File: config.mk
export PLATFORM = sky130hd
export DESIGN_NAME = transmit_dac
export DESIGN_NICKNAME = d
export VERILOG_FILES = /design/src/rtl/transmit_dac.sv
export SDC_FILE = /design/constraint.sdc
export NUM_CORES = 1
export LEC_CHECK = 0
export CORE_MARGIN = 5
export CORE_UTILIZATION = 59
export CTS_CLUSTER_SIZE = 30
export DETAILED_ROUTE_END_ITERATION = 10
export GPL_TIMING_DRIVEN = 1
export HOLD_SLACK_MARGIN = 0.03
export PLACE_DENSITY = 0.83
export SYNTH_ARGS = -nofsm -noshare
export SYNTH_HDL_FRONTEND = slang
export SYNTH_SLANG_ARGS = --single-unit
File: constraint.sdc
create_clock -name sclk -period 5.48 [get_ports sclk]
set_input_delay 0.548 -clock sclk [delete_from_list [all_inputs] [get_ports sclk]]
set_output_delay 0.548 -clock sclk [all_outputs]
set_load 0.01 [all_outputs]
File: src/rtl/transmit_dac.sv
// -----------------------------------------------------------------------------
// transmit_dac -- serial transmitter for an SPI-style DAC.
//
// Sends one FRAME_W = CTRL_W + DATA_W bit frame ({CTRL, din}) MSB first.
// cs is pulled low for the whole frame. dac_sclk idles high, and the DAC
// samples sdata on the falling edges of dac_sclk. sdata changes only on the
// rising edges, so it is stable for DIV cycles either side of every fall.
//
// Frame timing in sclk cycles, with cs low for 32*DIV cycles by default:
//   SETUP  : DIV cycles, dac_sclk high, first bit on sdata
//   SHIFT  : FRAME_W low phases and FRAME_W-1 high phases, DIV cycles each
//   DONE   : 1 cycle, cs high, tx_done_tick high
//
// Parameters:
//   DATA_W  data word width
//   CTRL_W  control prefix width
//   CTRL    control prefix sent ahead of the data
//   DIV     sclk cycles per dac_sclk half-period (1..255)
//
// Ports:
//   sclk          system clock; all state changes on its rising edge
//   rst           asynchronous reset, active low
//   tx_start      request to send din
//   din           word to transmit, captured when tx_start is accepted
//   dac_sclk      serial clock to the DAC, idle high
//   sdata         serial data, MSB first
//   cs            chip select / sync, active low
//   busy          high while a frame is in progress (SETUP/SHIFT/DONE)
//   tx_done_tick  one-cycle pulse in the DONE cycle
//
// Optional feature: define TX_DOUBLE_BUFFER_EN to add a one-word holding
// register. A start that arrives while busy is then queued, and it goes out
// straight after the current frame with cs high for one cycle only. A newer
// start that arrives before the queued word is sent overwrites that word.
// -----------------------------------------------------------------------------
module transmit_dac #(
  parameter int unsigned              DATA_W = 12,
  parameter int unsigned              CTRL_W = 4,
  parameter logic [CTRL_W-1:0]        CTRL   = 4'b0000,
  parameter int unsigned              DIV    = 2
) (
  input  logic              sclk,
  input  logic              rst,
  input  logic              tx_start,
  input  logic [DATA_W-1:0] din,
  output logic              dac_sclk,
  output logic              sdata,
  output logic              cs,
  output logic              busy,
  output logic              tx_done_tick
);

  localparam int unsigned FRAME_W = CTRL_W + DATA_W;
  localparam int unsigned BCNT_W  = $clog2(FRAME_W + 1);

  typedef enum logic [1:0] {IDLE, SETUP, SHIFT, DONE} state_t;

  state_t              state_q, state_d;
  logic [FRAME_W-1:0]  shreg_q, shreg_d;
  logic [BCNT_W-1:0]   bcnt_q,  bcnt_d;   // falls completed in this frame
  logic [7:0]          hcnt_q,  hcnt_d;   // cycles spent in the current half-period
  logic                phase_q, phase_d;  // in SHIFT: 0 = dac_sclk low, 1 = high

  logic                hcnt_last;
  logic                load;
  logic [DATA_W-1:0]   load_word;

  assign hcnt_last = (hcnt_q == 8'(DIV - 1));

`ifdef TX_DOUBLE_BUFFER_EN
  logic [DATA_W-1:0]   hold_q, hold_d;
  logic                hold_full_q, hold_full_d;
`endif

  always_comb begin
    // NOTE: every signal this block drives gets a default first. A path that
    // leaves one of them unassigned would infer a latch.
    state_d   = state_q;
    shreg_d   = shreg_q;
    bcnt_d    = bcnt_q;
    hcnt_d    = hcnt_q;
    phase_d   = phase_q;
    load      = 1'b0;
    load_word = din;
`ifdef TX_DOUBLE_BUFFER_EN
    hold_d      = hold_q;
    hold_full_d = hold_full_q;
`endif

    case (state_q)
      IDLE: begin
`ifdef TX_DOUBLE_BUFFER_EN
        if (hold_full_q) begin
          load        = 1'b1;
          load_word   = hold_q;
          hold_full_d = 1'b0;
          state_d     = SETUP;
        end else
`endif
        if (tx_start) begin
          load    = 1'b1;
          state_d = SETUP;
        end
      end

      SETUP: begin
        if (hcnt_last) state_d = SHIFT;
        else           hcnt_d  = hcnt_q + 8'd1;
      end

      SHIFT: begin
        if (!hcnt_last) begin
          hcnt_d = hcnt_q + 8'd1;
        end else begin
          hcnt_d = '0;
          if (!phase_q) begin
            // End of a low phase. Either the frame is complete, or dac_sclk
            // rises and the next bit is presented.
            if (bcnt_q == BCNT_W'(FRAME_W - 1)) begin
              state_d = DONE;
            end else begin
              bcnt_d  = bcnt_q + 1'b1;
              phase_d = 1'b1;
              shreg_d = shreg_q << 1;
            end
          end else begin
            phase_d = 1'b0;
          end
        end
      end

      DONE: begin
        state_d = IDLE;
`ifdef TX_DOUBLE_BUFFER_EN
        if (hold_full_q) begin
          load        = 1'b1;
          load_word   = hold_q;
          hold_full_d = 1'b0;
          state_d     = SETUP;
        end
`endif
      end

      default: state_d = IDLE;
    endcase

`ifdef TX_DOUBLE_BUFFER_EN
    // A start that cannot go out now is queued. It is checked after the
    // consume above, so a start in the same cycle as the consume is kept.
    if (tx_start && (state_q != IDLE || hold_full_q)) begin
      hold_d      = din;
      hold_full_d = 1'b1;
    end
`endif

    if (load) shreg_d = {CTRL, load_word};

    // Both counters and the phase restart on every state entry, so neither
    // counter can carry a stale count into the next state.
    if (state_d != state_q) begin
      bcnt_d  = '0;
      hcnt_d  = '0;
      phase_d = 1'b0;
    end
  end

  // NOTE: the datapath registers (shift register and holding word) are reset
  // as well as the control state. A reset mid-frame then leaves nothing of
  // the aborted frame behind.
  always_ff @(posedge sclk or negedge rst) begin
    if (!rst) begin
      state_q <= IDLE;
      shreg_q <= '0;
      bcnt_q  <= '0;
      hcnt_q  <= '0;
      phase_q <= 1'b0;
    end else begin
      // NOTE: sequential state uses non-blocking assignments only, so every
      // register samples the pre-edge values of the others.
      state_q <= state_d;
      shreg_q <= shreg_d;
      bcnt_q  <= bcnt_d;
      hcnt_q  <= hcnt_d;
      phase_q <= phase_d;
    end
  end

`ifdef TX_DOUBLE_BUFFER_EN
  always_ff @(posedge sclk or negedge rst) begin
    if (!rst) begin
      hold_q      <= '0;
      hold_full_q <= 1'b0;
    end else begin
      hold_q      <= hold_d;
      hold_full_q <= hold_full_d;
    end
  end
`endif

  // The outputs are decoded from registered state, so reset forces them at
  // once without waiting for a clock edge.
  assign busy         = (state_q != IDLE);
  assign cs           = !(state_q == SETUP || state_q == SHIFT);
  assign dac_sclk     = !(state_q == SHIFT && !phase_q);
  assign sdata        = (state_q == SETUP || state_q == SHIFT) ? shreg_q[FRAME_W-1] : 1'b0;
  assign tx_done_tick = (state_q == DONE);

endmodule

==> flow_metrics.env, run 1 <==
# yosys + openroad results
export IMPL_antenna_cells=0
export IMPL_cp_data_arrival_time_ps=2920
export IMPL_layout_drive_gt1_share_pct=8.019
export IMPL_clock_root_buffer="clkbuf_4"
export IMPL_initCoreUtil_pct=62.49
export IMPL_die_height_um=64.51
export IMPL_whs_endpoint="shreg_q[15]"
export IMPL_min_from="shreg_q[15]"
export IMPL_fill_cells=225
export IMPL_postPlaceCellArea_um2=1924
export IMPL_stdcell_area_um2=1987
export IMPL_cts_buffers=5
export IMPL_path_class="flop to flop"
export IMPL_clkSinkCount=32
export IMPL_die_area_um2=4161
export IMPL_hold_depth=2
export IMPL_ys_warn_count=0
export IMPL_drv_slew=0
export IMPL_fin_crit_sh_pct=48.56
export IMPL_ys_seq_share_pct=45.68
export IMPL_drtPass1Iterations=4
export IMPL_cts_htree_levels=2
export IMPL_syn_area_um2=1753
export IMPL_cp_endpoint="bcnt_q[3]"
export IMPL_syn_nets=219
export IMPL_die_x_um=64.51
export IMPL_r2r_slack_ps=2820
export IMPL_ys_area_um2=1753
export IMPL_p_per_area_nw_per_um2=199.0
export IMPL_yosys_cell_count_top_type="nand2_1"
export IMPL_antenna_found_initial=0
export IMPL_outcome="completed"
export IMPL_logic_area_um2=849.6
export IMPL_crit_required_ps=5740
export IMPL_tool_warnings=31
export IMPL_flop_cell="dfrtp_1"
export IMPL_io_buffers=19
export IMPL_layout_area_seq_um2=800.8
export IMPL_rsz0062_at_grt="false"
export IMPL_cp_end_kind="flop"
export IMPL_adder_share_pct=6.424
export IMPL_path_clk_slew_ps=110
export IMPL_fp_coreArea_um2=2805
export IMPL_slowest_stage="or3_1"
export IMPL_cts_setup_buffers=0
export IMPL_synth_edff_count=0
export IMPL_avgViaCountPerCell=5.634
export IMPL_final_cells=243
export IMPL_worstSetupStartpointType="flop"
export IMPL_dp_cells=235
export IMPL_cts_buffer_depth=2
export IMPL_synthMuxAreaShare_pct=0
export IMPL_grt_usage_pct=18.69
export IMPL_cp_max_fo=21
export IMPL_grt_max_degree=33
export IMPL_ys_top_logic_family="simple AND/OR/NAND/NOR gates"
export IMPL_timing_final_crit_period_ps=2661
export IMPL_max_slew_margin_pct=52.90
export IMPL_worstHoldPathType="flop to flop"
export IMPL_grt_pass1_wl_mm=6.058
export IMPL_drtIter0Drc=112
export IMPL_gp_congestion=0.8082
export IMPL_hpwl_mm=2.411
export IMPL_cp_cell_sequence="inv_1 > ha_1 > nor3b_1 > nand3_1 > or3_1 > a21oi_1"
export IMPL_ys_flops=32
export IMPL_yosys_area_share_aoi_pct=15.06
export IMPL_grt_use_met2_pct=31.57
export IMPL_crit_path_max_incr_delay_ps=560
export IMPL_common_cells="42 x nand2_1, 32 x dfrtp_1, 21 x nor2_1"
export IMPL_r2r_worst_path_cells=6
export IMPL_irDropWorstVdd_mv=0.1586
export IMPL_synth_top_area_share_pct=45.68
export IMPL_rows=19
export IMPL_fin_worst_skew_ps=14.13
export IMPL_top_cells_by_area="dfrtp_1 46%, nand2_1 9.0%, ha_1 6.4%, nor2_1 4.5%, a31oi_1 4.3%"
export IMPL_nNetsFinal=235
export IMPL_dp_slack_ps=2834
export IMPL_cts_hold_buf=0
export IMPL_fmax_mhz=375.8
export IMPL_final_util_pct=70.83
export IMPL_synthXorXnorAreaFrac_pct=3.997
export IMPL_syn_inst=195
export IMPL_tns_ps=0
export IMPL_setup_violations_final=0
export IMPL_wl_per_cell_um=14.35
export IMPL_async_flop_share_pct=100.0
export IMPL_grt_pass1_vias=1376
export IMPL_grtUsageMet1_pct=22.38
export IMPL_p_total_mw=0.3953
export IMPL_clk_latency_ps=340
export IMPL_yosysCellCount=195
export IMPL_drv_cap=0
export IMPL_r2r_end="bcnt_q[3]"
export IMPL_synth_simple_area_share_pct=22.98
export IMPL_syn_to_final_growth_pct=13.35
export IMPL_cts_tree="yes"
export IMPL_pin_count=20
export IMPL_busiest_layer="met2"
export IMPL_crit_start="state_q[0]"
export IMPL_finalWorstSetupSlack_ps=2819
export IMPL_synth_avg_cell_area_um2=8.989
export IMPL_antenna_left=0
export IMPL_ys_types=40
export IMPL_route_detailed_drc=0
export IMPL_ctsResizeCount=0
export IMPL_leakagePower_nw=0.8765
export IMPL_yosys_area_top_type="dfrtp_1"
export IMPL_whs_ps=529.1
export IMPL_r2r_start="state_q[0]"
export IMPL_worstMarginPinSlew_ps=704.6
export IMPL_hold_viol=0
export IMPL_grt_overflow=0
run 1: power breakdown:
part	internal, mW	switching, mW	leakage, nW
clock network	0.0627	0.0814	0.0315
registers	0.236	0	0.412
logic	0.00916	0.00611	0.433
run 1: registers in the layout, indices dropped and copies added, names as in the netlist:
name	cells
bcnt_q	5
shreg_q	16
hcnt_q	8
phase_q	1
state_q	2
run 1: cells in the final DEF (no fill, tap or decap), types with 2 or more instances in the layout:
cell type and instances:
xnor2_1 3, or3_1 2, o21ai_0 5, xor2_1 5, nor3b_1 2, nand4_1 2
nor2_1 21, nand2_1 42, dfrtp_1 32, and3_1 2, ha_1 9, nor3_1 2
nand3_1 3, and2_1 2, o211ai_1 2, inv_1 10, clkdlybuf4s50_1 19, clkbuf_4 5
a31oi_1 12, a21oi_1 11
run 1: kinds of logic (layout without fill, tap and decap cells):
| logic type | after synthesis | after routing |
|---|---|---|
| simple gates | 85 | 85 |
| compound gates | 40 | 40 |
| flops | 32 | 32 |
| buf+inv | 21 | 38 |
| fa+ha+maj | 9 | 9 |
| xor+xnor | 8 | 8 |
run 1: per-layer routing:
layer  vias up  share of wire [%]
li1        693                  -
met2        26                 49
met3         7                4.3
met1       643                 45
met5         -                  0
met4         0                1.8
run 1: worst max-delay path, delay by kind of cell (launching register included):
family | cells | cell delay (ps)
DFF | 1 | 460
adders and majority gates | 1 | 430
and+or+nand+nor | 3 | 1370
AOI/OAI and AO/OA | 1 | 160
buffers and inverters | 1 | 150
run 1: final cells by class:
cell class	instances	area share (%)
inverter	10	1.889
sequential	32	40.30
timing repair buffer	20	9.950
tap	31	1.952
clock inverter	1	0.3778
clock buffer	7	2.771
multi-input combinational	142	42.76
==> run_1/m3.png <==
The bar under the picture is 20 um long.
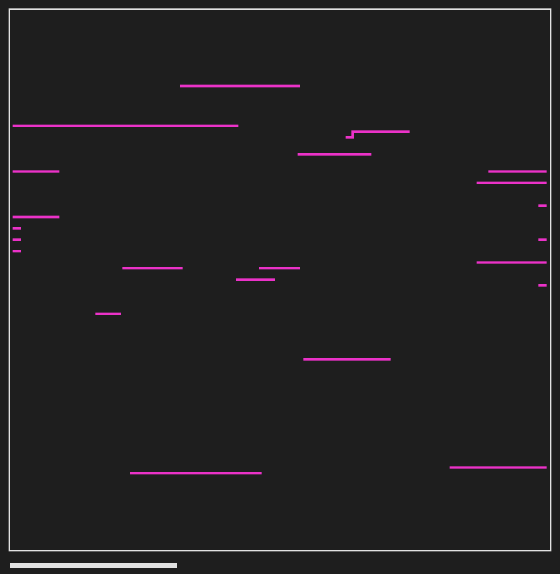
nets with wire on the layer	18
wire length on this layer	150 um
main direction	horizontal
met3 Use GR: 5.354%
final WL: 3.487 mm
via count: 1,369

==> run_1/class_map.png <==
Fill, decap, tap and diode cells in grey.
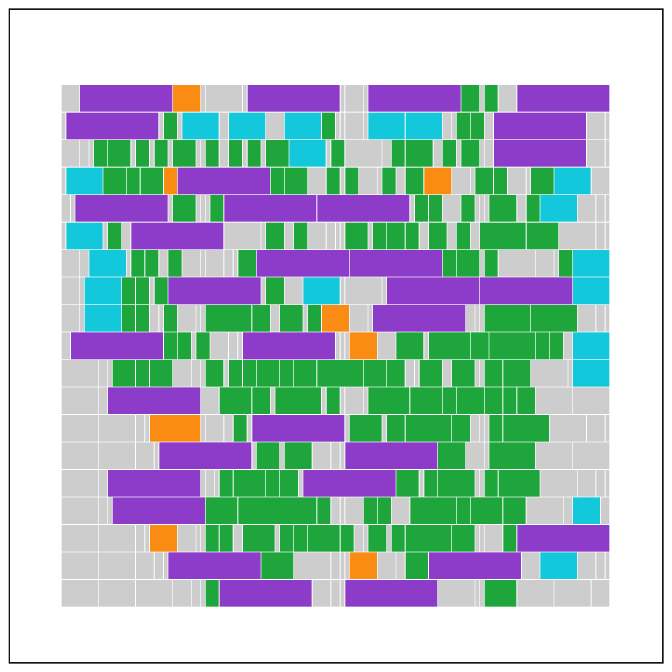
colour	class	cells	share of their area
cyan	remaining buffers and delay cells	20	10%
orange	clock drivers and dummy loads	8	3.2%
purple	sequential cells	32	41%
green	remaining logic cells	152	46%

==> run_1/route_heat.png <==
The bar under the picture is 20 um long. 13 x 13 tiles, from dark blue (low) to red (high), scaled to the fullest tile. Values are wire area over tile area, all layers added.
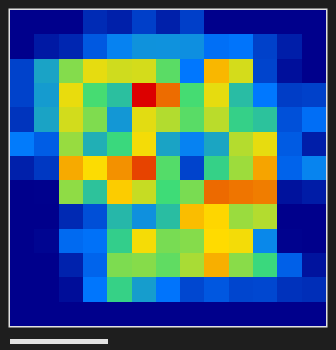
tiles over half the peak	31%
nearly empty tiles	23%
mean over tiles	0.13
fullest tile	0.41
emptiest ninth of the die	lower left

==> run 1 -> run 2 <==
Settings changed: CORE_UTILIZATION 59 to 55, PLACE_DENSITY 0.83 to 0.78.
Clock period 5.48 ns to 2.7 ns, I/O delays scaled along.
==> flow_metrics.env, run 2 <==
# yosys + openroad results
export IMPL_timing_final_crit_period_ps=2294
export IMPL_grt_pass1_vias=1339
export IMPL_fill_cells=266
export IMPL_largest_reg_flops=16
export IMPL_cts_htree_levels=2
export IMPL_route_detailed_drc=0
export IMPL_initCoreUtil_pct=57.42
export IMPL_path_class="flop to output port"
export IMPL_common_cells="42 x nand2_1, 32 x dfrtp_1, 21 x nor2_1"
export IMPL_synth_avg_cell_area_um2=8.989
export IMPL_worstMarginPinSlew_ps=642.2
export IMPL_cp_data_arrival_time_ps=2020
export IMPL_ys_warn_count=0
export IMPL_worstHoldPathType="input port to async pin"
export IMPL_antenna_cells=0
export IMPL_dp_slack_ps=535.8
export IMPL_rsz0062_at_grt="false"
export IMPL_fp_coreArea_um2=3053
export IMPL_pin_count=20
export IMPL_max_slew_margin_pct=57.08
export IMPL_cts_hold_buf=0
export IMPL_drv_cap=0
export IMPL_fmax_mhz=435.9
export IMPL_tns_ps=0
export IMPL_clkSinkCount=32
export IMPL_layout_drive_gt1_share_pct=9.302
export IMPL_outcome="completed"
export IMPL_layout_area_seq_um2=800.8
export IMPL_path_clk_slew_ps=110
export IMPL_die_height_um=66.46
export IMPL_top_register="shreg_q"
export IMPL_cts_buffers=5
export IMPL_cts_tree="yes"
export IMPL_die_area_um2=4416
export IMPL_crit_required_ps=2430
export IMPL_cp_max_fo=13
export IMPL_hold_viol=0
export IMPL_async_flop_share_pct=100.0
export IMPL_grt_overflow=0
export IMPL_yosys_cell_count_top_type="nand2_1"
export IMPL_avgViaCountPerCell=5.417
export IMPL_hpwl_mm=2.390
export IMPL_tool_warnings=31
export IMPL_clk_latency_ps=340
export IMPL_grt_usage_pct=17.38
export IMPL_setup_violations_final=0
export IMPL_leakagePower_nw=0.8915
export IMPL_grt_max_degree=33
export IMPL_antenna_left=0
export IMPL_clock_root_buffer="clkbuf_4"
export IMPL_wl_per_cell_um=12.98
export IMPL_antenna_found_initial=0
export IMPL_flop_cell="dfrtp_1"
export IMPL_yosysCellCount=195
export IMPL_fin_worst_skew_ps=16.03
export IMPL_grt_pass1_wl_mm=5.809
export IMPL_syn_to_final_growth_pct=15.56
export IMPL_top_cells_by_area="dfrtp_1 46%, nand2_1 9.0%, ha_1 6.4%, nor2_1 4.5%, a31oi_1 4.3%"
export IMPL_finalWorstSetupSlack_ps=405.8
export IMPL_fin_crit_sh_pct=84.97
export IMPL_logic_area_um2=849.6
export IMPL_ys_seq_share_pct=45.68
export IMPL_cts_buffer_depth=2
export IMPL_drtIter0Drc=133
export IMPL_layout_top_cells="42 x nand2_1, 32 x dfrtp_1, 21 x nor2_1"
export IMPL_ys_types=40
export IMPL_nNetsFinal=238
export IMPL_syn_area_um2=1753
export IMPL_drv_slew=0
export IMPL_cts_setup_buffers=0
export IMPL_synth_edff_count=0
export IMPL_worstSetupStartpointType="flop"
export IMPL_syn_inst=195
export IMPL_ys_area_um2=1753
export IMPL_syn_nets=219
export IMPL_ctsResizeCount=0
export IMPL_die_x_um=66.46
export IMPL_drtPass1Iterations=4
export IMPL_p_per_area_nw_per_um2=395.0
export IMPL_cp_end_kind="output port"
export IMPL_mostFrequentLayoutCell="nand2_1"
export IMPL_io_buffers=19
export IMPL_yosys_area_top_type="dfrtp_1"
export IMPL_synth_top_area_share_pct=45.68
export IMPL_ys_flops=32
export IMPL_gp_congestion=0.8229
export IMPL_top_regs="shreg_q: 16 flops, hcnt_q: 8 flops, bcnt_q: 5 flops"
export IMPL_irDropWorstVdd_mv=0.2988
## run 2: area by class of cell
cell class / count / area share (%)
clock buffers: 7 / 2.718
clock inverters: 1 / 0.3706
inverters: 10 / 1.853
multi-input cells: 142 / 41.94
flip-flops and latches: 32 / 39.53
well taps: 44 / 2.718
repair buffers: 23 / 10.87
## run 2: kinds of logic after synthesis
logic type	synth area share, %
fa+ha+maj	6.424
buf+inv	5.853
xor+xnor	3.997
simple gates	22.98
flops	45.68
compound gates	15.06
## run 2: path summary, 6_finish.rpt
check	start	to	slack, ps	cells past startpoint
setup reg to reg	state_q[0]	hcnt_q[0]	500	7
hold reg to reg	shreg_q[12]	shreg_q[13]	520	2
setup / recovery	state_q[0]	dac_sclk	410	4
min in group sclk	din[0]	shreg_q[0]	500	3
max in group asynchronous	rst	bcnt_q[1]	2090	2
hold / removal	rst	shreg_q[10]	310	2
## run 2: critical path, stage by stage, from the launching register on
cell and delay [ps]:
dfrtp_1 450, inv_1 160, ha_1 440, nand2b_1 150, clkdlybuf4s50_1 500
## run 2: per-stage QoR
step,cell area [um^2],hold slack [ps],total power [mW],cells
2_1_floorplan,1753,-25.59,0.4886,195
3_3_place_gp,1963,502.9,0.5194,251
3_5_place_dp,1963,509.3,0.5199,251
4_1_cts,2026,320.2,0.8099,259
5_1_grt,2026,330.3,0.8426,259
6_report,2026,313.9,0.8002,259
## run 2: power breakdown
group          internal, mW  total [mW]  switching, mW
clock                 0.127       0.291          0.163
combinational        0.0186      0.0307         0.0121
sequential            0.479       0.479              0
## run 2: per-layer routing
metal  up-vias  wire length, um  GRT usage, %
li1        701                -             -
met1       663             1598         21.83
met2        32             1548         26.64
met3         7              161         6.577
met4         0               54         7.360
met5         -                0             0
==> run_2/class_map.png <==
Fill, decap, tap and diode cells in grey.
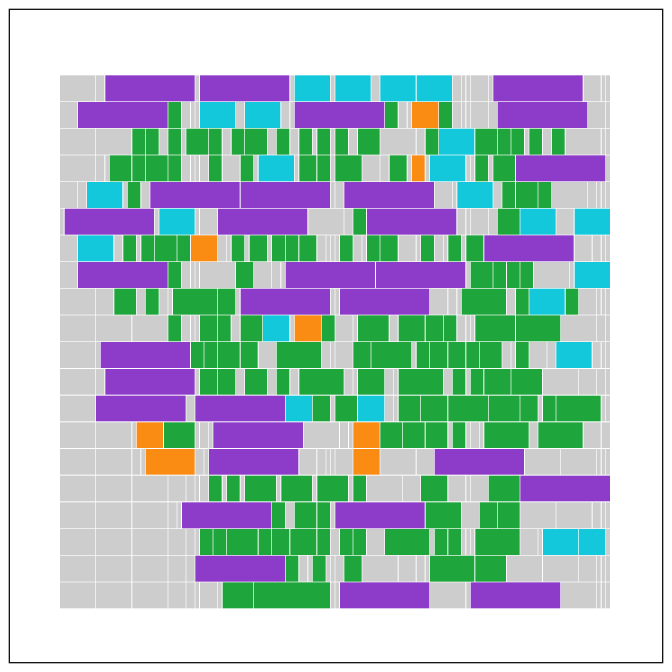
colour	class	cells	share of their area
green	remaining logic cells	152	45%
cyan	remaining buffers and delay cells	23	11%
purple	sequential cells	32	41%
orange	clock drivers and dummy loads	8	3.2%
row count: 20
final core utilization: 66.35%

==> run_2/m3.png <==
The bar under the picture is 20 um long.
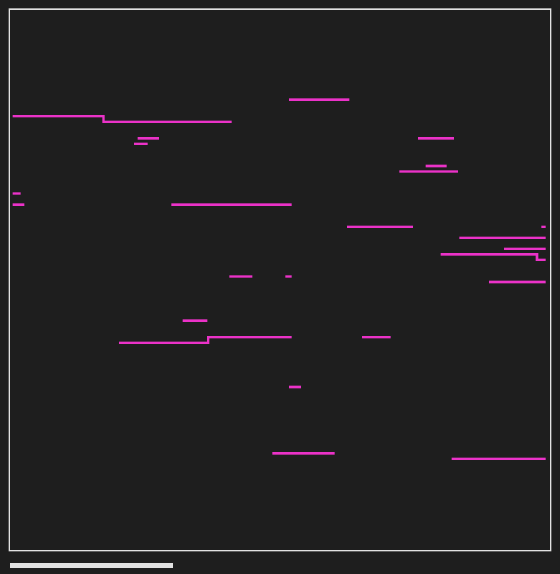
met3 Use GR: 6.577%
final WL: 3.362 mm
via count: 1,403

==> run_2/route_heat.png <==
The bar under the picture is 20 um long. 13 x 13 tiles, from dark blue (low) to red (high), scaled to the fullest tile. Values are wire area over tile area, all layers added.
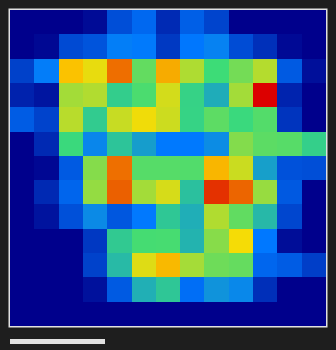
emptiest ninth of the die	lower left
nearly empty tiles	27%
tiles over half the peak	29%
fullest tile	0.41

==> run 2 -> run 3 <==
Clock period 2.7 ns to 2.3 ns, I/O delays scaled along.
==> flow_metrics.env, run 3 <==
# yosys + openroad results
export IMPL_drv_slew=0
export IMPL_seqPwrFrac_pct=52.0
export IMPL_switching_share_pct=19.26
export IMPL_cts_setup_buffers=0
export IMPL_r2r_slack_ps=200
export IMPL_max_slew_margin_pct=58.83
export IMPL_final_util_pct=67.66
export IMPL_tns_ps=0
export IMPL_adder_share_pct=6.424
export IMPL_crit_family="buffers and inverters"
export IMPL_cp_endpoint="sdata"
export IMPL_drv_cap=0
export IMPL_fill_cells=253
export IMPL_die_x_um=66.46
export IMPL_postPlaceCellArea_um2=1971
export IMPL_synth_simple_area_share_pct=22.98
export IMPL_top_register="shreg_q"
export IMPL_synth_avg_cell_area_um2=8.989
export IMPL_drtPass1Iterations=4
export IMPL_p_per_area_nw_per_um2=523.1
export IMPL_grt_pass1_vias=1369
export IMPL_worstHoldPathType="input port to async pin"
export IMPL_pwr_share_comb_pct=3.4
export IMPL_cp_depth=4
export IMPL_synth_edff_count=0
export IMPL_cts_buffer_depth=2
export IMPL_rows=20
export IMPL_top_regs="shreg_q: 16 flops, hcnt_q: 8 flops, bcnt_q: 5 flops"
export IMPL_slowest_stage="clkdlybuf4s50_1"
export IMPL_top_cells_by_area="dfrtp_1 46%, nand2_1 9.0%, ha_1 6.4%, nor2_1 4.5%, a31oi_1 4.3%"
export IMPL_ys_flops=32
export IMPL_gp_congestion=0.8018
export IMPL_logic_area_um2=849.6
export IMPL_timing_final_crit_period_ps=2178
export IMPL_outcome="completed"
export IMPL_layout_drive_gt1_share_pct=10.19
export IMPL_hold_viol=0
export IMPL_pin_count=20
export IMPL_ys_area_um2=1753
export IMPL_crit_required_ps=2070
export IMPL_p_int_mw=0.8725
export IMPL_path_buffers=2
export IMPL_grt_pass1_wl_mm=6.272
export IMPL_clkPwrFrac_pct=44.6
export IMPL_tool_warnings=31
export IMPL_path_class="flop to output port"
export IMPL_io_buffers=19
export IMPL_mostFrequentLayoutCell="nand2_1"
export IMPL_antenna_found_initial=0
export IMPL_irDropWorstVdd_mv=0.3894
export IMPL_largest_reg_flops=16
export IMPL_hpwl_mm=2.459
export IMPL_fin_worst_skew_ps=9.273
export IMPL_initCoreUtil_pct=57.42
export IMPL_nNetsFinal=239
export IMPL_syn_inst=195
export IMPL_path_clk_slew_ps=100
export IMPL_fp_coreArea_um2=3053
export IMPL_ctsResizeCount=0
export IMPL_whs_ps=278.8
export IMPL_flop_cell="dfrtp_1"
export IMPL_cts_buffers=5
export IMPL_grt_max_degree=33
export IMPL_layout_top_cells="42 x nand2_1, 32 x dfrtp_1, 21 x nor2_1"
export IMPL_syn_nets=219
export IMPL_layout_area_seq_um2=800.8
export IMPL_syn_to_final_growth_pct=17.84
export IMPL_syn_area_um2=1753
export IMPL_rsz0062_at_grt="false"
export IMPL_cp_max_fo=6
export IMPL_r2r_start="bcnt_q[0]"
export IMPL_clock_root_buffer="clkbuf_4"
export IMPL_yosys_area_top_type="dfrtp_1"
export IMPL_die_area_um2=4416
export IMPL_fin_crit_sh_pct=94.71
export IMPL_drtIter0Drc=120
export IMPL_common_cells="42 x nand2_1, 32 x dfrtp_1, 21 x nor2_1"
export IMPL_die_height_um=66.46
export IMPL_cts_tree="yes"
export IMPL_r2r_worst_path_cells=7
export IMPL_grt_overflow=0
export IMPL_setup_violations_final=0
export IMPL_cp_end_kind="output port"
export IMPL_synthXorXnorAreaFrac_pct=3.997
export IMPL_clkSinkCount=32
export IMPL_worstMarginPinSlew_ps=616.1
export IMPL_clk_latency_ps=340
export IMPL_ys_warn_count=0
export IMPL_synth_top_area_share_pct=45.68
export IMPL_yosys_cell_count_top_type="nand2_1"
export IMPL_cp_cell_sequence="inv_1 > ha_1 > and2_1 > clkdlybuf4s50_1"
export IMPL_route_detailed_drc=0
export IMPL_cp_data_arrival_time_ps=1950
export IMPL_crit_path_max_incr_delay_ps=560
export IMPL_yosysCellCount=195
export IMPL_r2r_end="bcnt_q[3]"
==> run 3: cell types whose count changed in the layout (fill, tap and decap cells not counted), sizes merged <==
cell      before  now
buf            4    5
bufinv         0    1
clkinvlp       1    0
==> run 3: area by class of cell <==
type,instances,area share (%)
multi-input combinational,142,41.13
sequential,32,38.76
timing repair buffer,24,11.02
clock buffer,7,3.150
tap,44,2.665
inverter,10,1.817
clock inverter,1,1.454
==> run 3: per-stage QoR <==
step	power, mW	setup WS, ps	instances
floorplan	0.5736	368.2	195
global placement	0.6097	334.5	252
detailed placement	0.6106	230.5	252
CTS	1.094	100.8	260
global route	1.125	2.161	260
finish	1.081	121.6	260
==> run 3: metal layers <==
layer	track usage [%]	wire length [um]	part of all wire [%]	up-vias
met1	25.03	1654	47	684
met4	7.614	61	1.7	0
li1	-	-	-	701
met2	28.62	1620	46	27
met5	0	0	0	-
met3	6.071	165	4.7	5
==> run 3: worst reg2reg max path: stages (launching register included) <==
cell and delay [ps]:
dfrtp_1 410, ha_1 210, and3_1 180, ha_1 230, nor3b_1 270, nand3_1 180
or3_1 380, a21oi_1 160
==> run 3: power by group through the flow <==
stage / combinational [mW] / clock (mW) / sequential [mW]
final: 0.0366 / 0.482 / 0.562
after CTS: 0.0381 / 0.494 / 0.562
after floorplan: 0.000204 / 0 / 0.573
after global placement: 0.0364 / 0 / 0.573
after detailed placement: 0.0374 / 0 / 0.573
after global routing: 0.0404 / 0.522 / 0.562
==> run 3: cells by family (layout without fill, tap and decap cells) <==
group,after synthesis,after routing
flops,32,32
fa+ha+maj,9,9
simple gates,85,85
compound gates,40,40
buf+inv,21,42
xor+xnor,8,8
==> run_3/route_heat.png <==
The bar under the picture is 20 um long. 13 x 13 tiles, from dark blue (low) to red (high), scaled to the fullest tile. Values are wire area over tile area, all layers added.
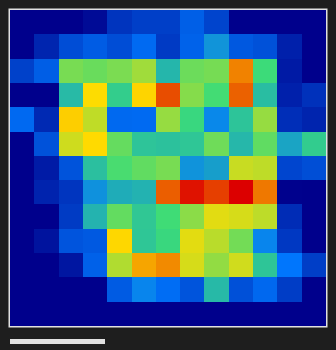
fullest tile	0.41
mean over tiles	0.13
tiles over half the peak	28%
densest ninth of the die	centre
emptiest ninth of the die	lower left
via count: 1,417
GRT Total Usage: 18.94%
DR WL/cell: 13.47 um
final WL: 3.501 mm

==> run_3/m3.png <==
The bar under the picture is 20 um long.
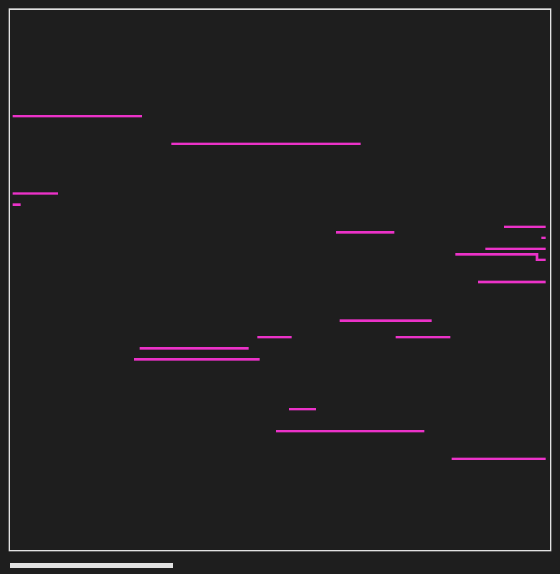
met3 Use GR: 6.071%

==> run_3/m1.png <==
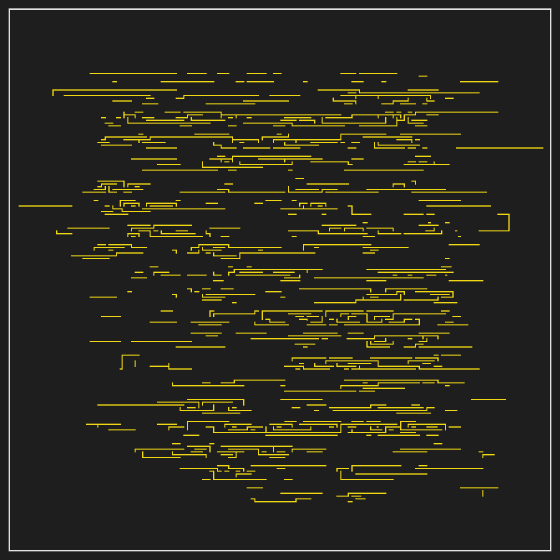
longest straight run	15.6 um
share of all routed wire	47%
wire length on this layer	1,650 um
nets with wire on the layer	217
main direction	horizontal
routing usage on met1: 25.03%

Power is estimated from default activity; no workload was simulated.
